===== src/rtl/lock_arbiter.sv =====
// rtl/lock_arbiter.sv - round-robin arbiter with held (locked) one-hot grant and hold timeout
//
// Ports:
//   clk          rising-edge clock
//   rst          synchronous active-high reset
//   req[N]       level-sensitive request per requester
//   done[N]      completion pulse per requester; only done[owner] is honoured
//   grant[N]     registered one-hot (or all-zero) grant
//   busy         high while a grant is held (|grant)
//   owner[OW]    index of the current or most recent grantee
//   timeout_evt  one-cycle pulse in the first idle cycle after a forced release

module lock_arbiter #(
    parameter int N       = 4,
    parameter int TIMEOUT = 16,
    parameter int OW      = $clog2(N)
) (
    input  logic          clk,
    input  logic          rst,
    input  logic [N-1:0]  req,
    input  logic [N-1:0]  done,
    output logic [N-1:0]  grant,
    output logic          busy,
    output logic [OW-1:0] owner,
    output logic          timeout_evt
);

    localparam int CW = (TIMEOUT > 1) ? $clog2(TIMEOUT) : 1;
    localparam logic [CW-1:0] CNT_MAX = CW'((TIMEOUT > 0) ? TIMEOUT - 1 : 0);

    typedef enum logic {
        IDLE   = 1'b0,
        LOCKED = 1'b1
    } state_t;

    state_t        state, next_state;
    logic [N-1:0]  next_grant;
    logic [OW-1:0] next_owner;
    logic [OW-1:0] ptr, next_ptr;
    logic [CW-1:0] cnt, next_cnt;
    logic          next_tevt;

    // Rotate requests so bit 0 is the requester at ptr; the lowest set bit
    // of the rotated vector is then the round-robin winner.
    logic [2*N-1:0] req_dbl;
    logic [OW:0]    win_sum;
    logic [OW-1:0]  win;
    logic           found;

    assign req_dbl = {req, req} >> ptr;

    always_comb begin
        found   = 1'b0;
        win_sum = '0;
        for (int j = N - 1; j >= 0; j--) begin
            if (req_dbl[j]) begin
                found   = 1'b1;
                win_sum = {1'b0, ptr} + (OW+1)'(j);
            end
        end
        if (win_sum >= (OW+1)'(N)) begin
            win = OW'(win_sum - (OW+1)'(N));
        end else begin
            win = OW'(win_sum);
        end
    end

    always_comb begin
        next_state = state;
        next_grant = grant;
        next_owner = owner;
        next_ptr   = ptr;
        next_cnt   = cnt;
        next_tevt  = 1'b0;
        case (state)
            IDLE: begin
                if (found) begin
                    next_state = LOCKED;
                    next_grant = {{(N-1){1'b0}}, 1'b1} << win;
                    next_owner = win;
                    next_cnt   = '0;
                end
            end
            LOCKED: begin
                // done/req-drop take precedence over the hold limit so a
                // coincident completion is not reported as a timeout.
                if (done[owner] || !req[owner]) begin
                    next_state = IDLE;
                end else if (TIMEOUT != 0 && cnt == CNT_MAX) begin
                    next_state = IDLE;
                    next_tevt  = 1'b1;
                end else if (TIMEOUT != 0) begin
                    next_cnt = cnt + 1'b1;
                end
                if (next_state == IDLE) begin
                    next_grant = '0;
                    next_ptr   = (owner == OW'(N - 1)) ? '0 : owner + 1'b1;
                end
            end
            default: begin
                next_state = IDLE;
                next_grant = '0;
            end
        endcase
    end

    always_ff @(posedge clk) begin
        if (rst) begin
            state       <= IDLE;
            grant       <= '0;
            owner       <= '0;
            ptr         <= '0;
            cnt         <= '0;
            timeout_evt <= 1'b0;
        end else begin
            state       <= next_state;
            grant       <= next_grant;
            owner       <= next_owner;
            ptr         <= next_ptr;
            cnt         <= next_cnt;
            timeout_evt <= next_tevt;
        end
    end

    assign busy = |grant;

endmodule


===== config.mk =====
export PLATFORM = sky130hd
export DESIGN_NAME = lock_arbiter
export DESIGN_NICKNAME = d
export VERILOG_FILES = /design/src/rtl/lock_arbiter.sv
export SDC_FILE = /design/constraint.sdc
export NUM_CORES = 1
export LEC_CHECK = 0
export CAP_MARGIN = 20
export CORE_MARGIN = 1.5
export CORE_UTILIZATION = 35
export CTS_CLUSTER_DIAMETER = 40
export DETAILED_ROUTE_END_ITERATION = 16
export HOLD_SLACK_MARGIN = 0.15
export PLACE_DENSITY = 0.58
export SYNTH_ARGS = -nofsm -noshare
export SYNTH_HDL_FRONTEND = slang
export SYNTH_SLANG_ARGS = --single-unit

===== constraint.sdc =====
create_clock -name clk -period 1.9 [get_ports clk]
set_input_delay 0.38 -clock clk [delete_from_list [all_inputs] [get_ports clk]]
set_output_delay 0.38 -clock clk [all_outputs]
set_load 0.01 [all_outputs]

Run 1, cell outlines without signal wires:
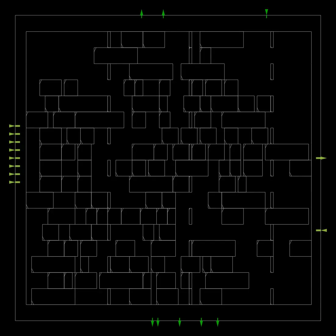
Seq Cell Count: 14
fillers: 235

Run 1, clock wires, drivers and flops:
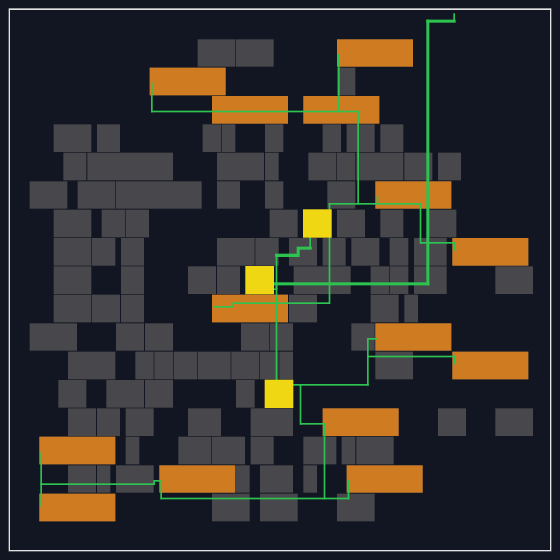
Green stands for clock wires, length 215 µm. Yellow stands for clock drivers, count 3. Orange stands for flip-flops, count 14.
There are 4 routed clock nets.
Clock Latency Late Sink: 270 ps
power share of the clock group: 24.4%
clock skew: 0.824 ps

Run 1, met2 routing:
Scale bar: 20 µm.
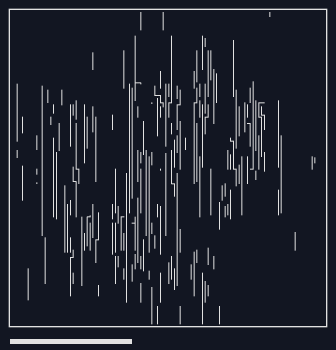
The layer holds 47% of the routed length. 118 nets have wire on it. The longest straight run is 24.5 µm. The layer carries 900 µm of wire. The wires run mostly vertical.
met2 routing resource usage after global routing: 27.8%
via total after detailed routing: 792
sum of routed wire length over all layers: 1900 µm

Run 1, PDN straps and rails:
Pins as bars on the die edge. Tap cells in gray.
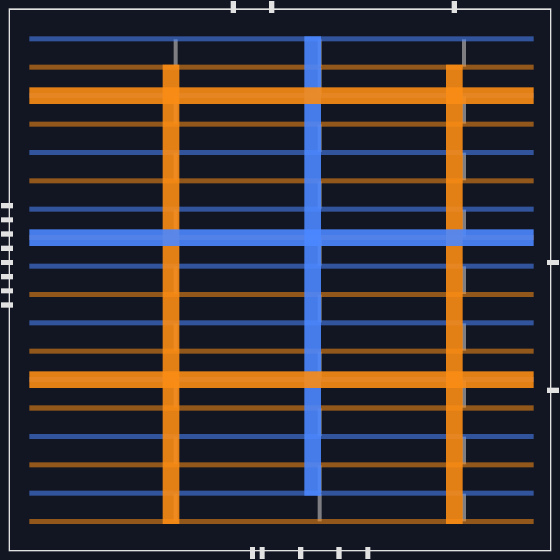
Blue stands for VDD. Orange stands for VSS.
28 tap cells. 18 met1 rails follow the rows.
Die W: 51.7 µm
highest ir drop seen on vdd: 0.000336 V

==> summary.txt, run 1 <==
yosys + openroad results -> number of clock sinks seen by CTS=14, status=finished clean, number of buffers on the longest clock path=2, highest-count cells in the layout ignoring fill and taps=16 x clkdlybuf4s50_1, 14 x dfxtp_1, 11 x buf_4, headroom to the max-slew limit=74.7%, core footprint=~0.0022 mm², number of max-capacitance violations reported=0, global-route wire length before repair=3370 µm, Reg2Reg Capture Point=ptr[1], Reg2Reg Launch Point=owner[1], CP Capture Point=ptr[1], number of nets in the layout=between 100 and 150, launching instance or port of the critical path=req[3], portion of netlist area occupied by mux cells=~9%, share of the yosys chip area belonging to registers=around a third, starting utilization of the core area=37.2%, combinational share of power=~28%, power share of the sequential group=47.3%, worst-case register-to-register setup slack=360 ps, aoi share=21.7%, endpoints failing setup=0, number of enable-type register cells in the synthesized netlist=0, post-DR wirelength/cell=roughly 13 µm, Internal=roughly 0.00049 W, via count of the first global-routing pass=approximately 760, total stage count of the critical path=5, ratio of routed vias to standard cells=between 5 and 6, hold buffer count at CTS=0, remaining global-route overflow=0, Fmax achieved=0.570 GHz
==> run 1: per-stage QoR <==
stage	std cells	total power, W	hold slack, ps	instance area, µm²
2_1_floorplan	91	0.000440	481	831
3_3_place_gp	142	0.000530	495	1080
3_5_place_dp	142	0.000530	500	1080
4_1_cts	145	0.000700	512	1110
5_1_grt	145	0.000740	531	1120
6_report	145	0.000696	510	1120
==> run 1: registers in the layout, summed over array words and instances (netlist names) <==
signal / cells
grant: 4
timeout_evt: 1
ptr: 2
state: 1
cnt: 4
owner: 2
==> run 1: cell type report <==
type | count | area (µm²) | share of cell area (%)
repair buffers | 28 | 255 | 22.9
well taps | 28 | 35.0 | 3.14
clock buffers | 3 | 22.5 | 2.02
flip-flops and latches | 14 | 280 | 25.1
multi-input cells | 67 | 504 | 45.2
inverters | 5 | 18.8 | 1.68
==> run 2, diff against run 1 <==
RECOVER_POWER = 50   (was unset)
clock period = 1.65 ns   (was 1.9 ns; I/O delays follow)
Run 2, met2 routing:
Scale bar: 20 µm.
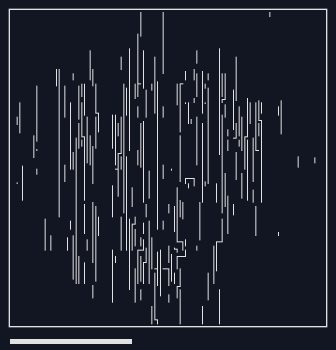
The longest straight run is 24.1 µm. The layer holds 46% of the routed length. 118 nets have wire on it. The wires run mostly vertical. The layer carries 893 µm of wire.
via total after detailed routing: 808
sum of routed wire length over all layers: 1950 µm
met2 routing resource usage after global routing: 26.7%

Run 2, cells colored by class:
Scale bar: 20 µm. Fill, decap, tap and diode cells in gray.
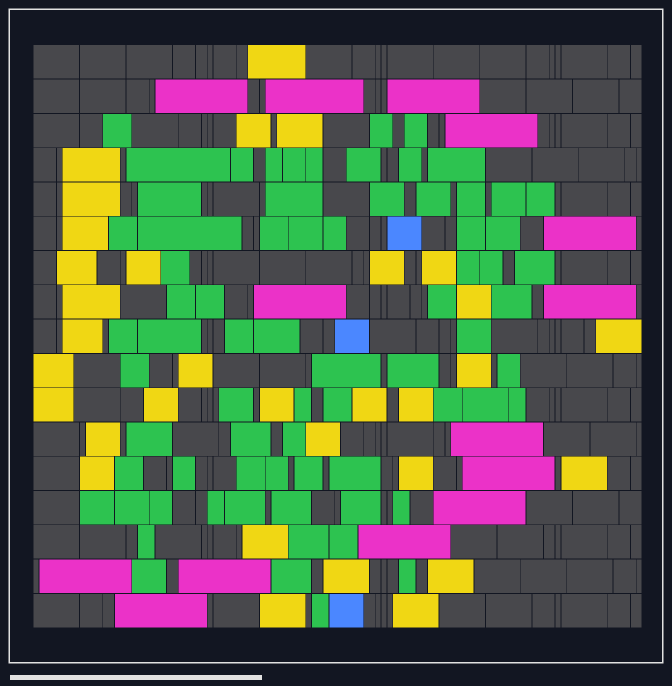
Blue stands for clock drivers, cells 3. Yellow stands for remaining buffers and delay cells, cells 32. Green stands for combinational and other logic, cells 72. Magenta stands for sequential cells, cells 14.
post-layout utilization of the core: 52.0%
core footprint: 0.00223 mm²
Final Cell Area: 0.00116 mm²
number of placement rows: 17
fraction of standard cell area that is sequential: 24.2%

==> run 2 against run 1 <==
Compared with the run above:
- cell area up 4.1%
- critical path depth unchanged
- global-route usage down 0.50 points
- setup slack worse by 96 ps
- core utilization up 2.1 points
- cell count up 2.8%
- hold slack better by 2.2 ps
- combinational power up 21%
- clock skew up 4.7 ps
- total power up 16%
- largest power group unchanged
==> summary.txt, run 2 <==
yosys + openroad results -> share of the yosys chip area belonging to registers=33.7%, top cell category=combinational gates, RSZ-0062 raised after global routing=no, status=finished clean, global-route wire length before repair=3290 µm, P_sw=0.000235 W, fillers=229, number of enable-type register cells in the synthesized netlist=0, starting utilization of the core area=37.2%, remaining global-route overflow=0, area fraction of clock buffers and clock inverters=under 10%, hold buffer count at CTS=0, number of max-capacitance violations reported=0, highest-count cells in the layout ignoring fill and taps=15 x buf_4, 13 x dfxtp_1, 7 x a21oi_1, proportion of final cell area spent on non-clock buffers=24.8%, Required @ worst endpoint=~1800 ps, via count of the first global-routing pass=between 700 and 800, routed metal-1 wire length=965 µm, total of clock buffers placed in the layout=3, initial antenna violation count=0, Die W=51.7 µm, power share of the sequential group=46.5%, highest ir drop seen on vdd=~0.00056 V, Seq Cell Count=14, Internal=0.000571 W, area taken by flip-flops and latches=roughly 280 µm², registers with the highest flip-flop counts=cnt: 4 flops, grant: 4 flops, combinational share of power=29.6%, number of tapcells=28, Fmax achieved=0.624 GHz, placement-stage cell area=0.00111 mm², number of buffers on the longest clock path=2, Seq. pwr=0.000374 W, CTS tree=built, multi-input combinational area share=44.5%, topmost layer with routed signal wires=met4, number of multi-input combinational cells=67, ratio of routed vias to standard cells=5.42, post-DR wirelength/cell=13.1 µm, worst hold slack=between 500 and 600 ps, endpoints failing setup=0, Pwr Total=a little over 0.0008 W
Run 2, clock wires, drivers and flops:
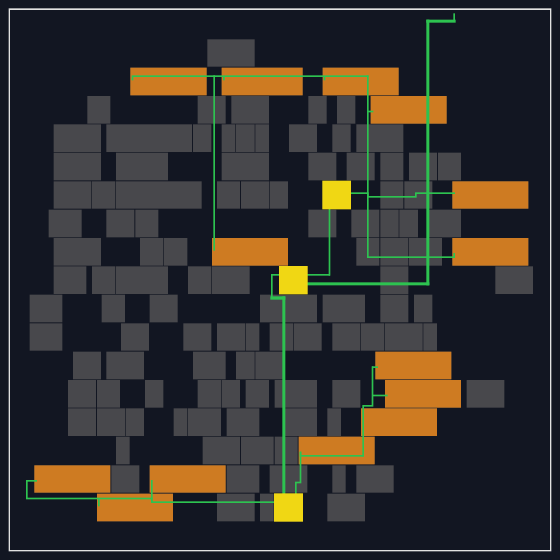
Green stands for clock wires, length 211 µm. Orange stands for flip-flops, count 14. Yellow stands for clock drivers, count 3.
Position of the flops: all over the die.
clock distribution power: 0.000193 W
clock skew: 5.56 ps
power share of the clock group: 23.9%
Clock Latency Late Sink: 280 ps

[run 2: path summary, 6_finish.rpt]
check                                end  slack, ps  startpoint  cells after the start
worst max register to register  grant[1]        170      ptr[1]                      4
worst max-delay path              ptr[0]         50     done[2]                      5
worst min-delay path            grant[3]        510    grant[3]                      2
worst min register to register  grant[3]        510    grant[3]                      2
[run 2: kinds of logic (layout without fill, tap and decap cells)]
| kind of cell | count (synthesis) | count (layout) | share of synthesized area, % |
|---|---|---|---|
| multiplexers | 5 | 5 | 9.04 |
| AND-OR/OR-AND | 26 | 26 | 21.7 |
| AND/OR/NAND/NOR | 34 | 34 | 26.2 |
| buffers and inverters | 10 | 40 | 6.33 |
| adder cells (fa/ha/maj) | 2 | 2 | 3.01 |
| flip-flops | 14 | 14 | 33.7 |
Power is estimated from default activity; no workload was simulated.
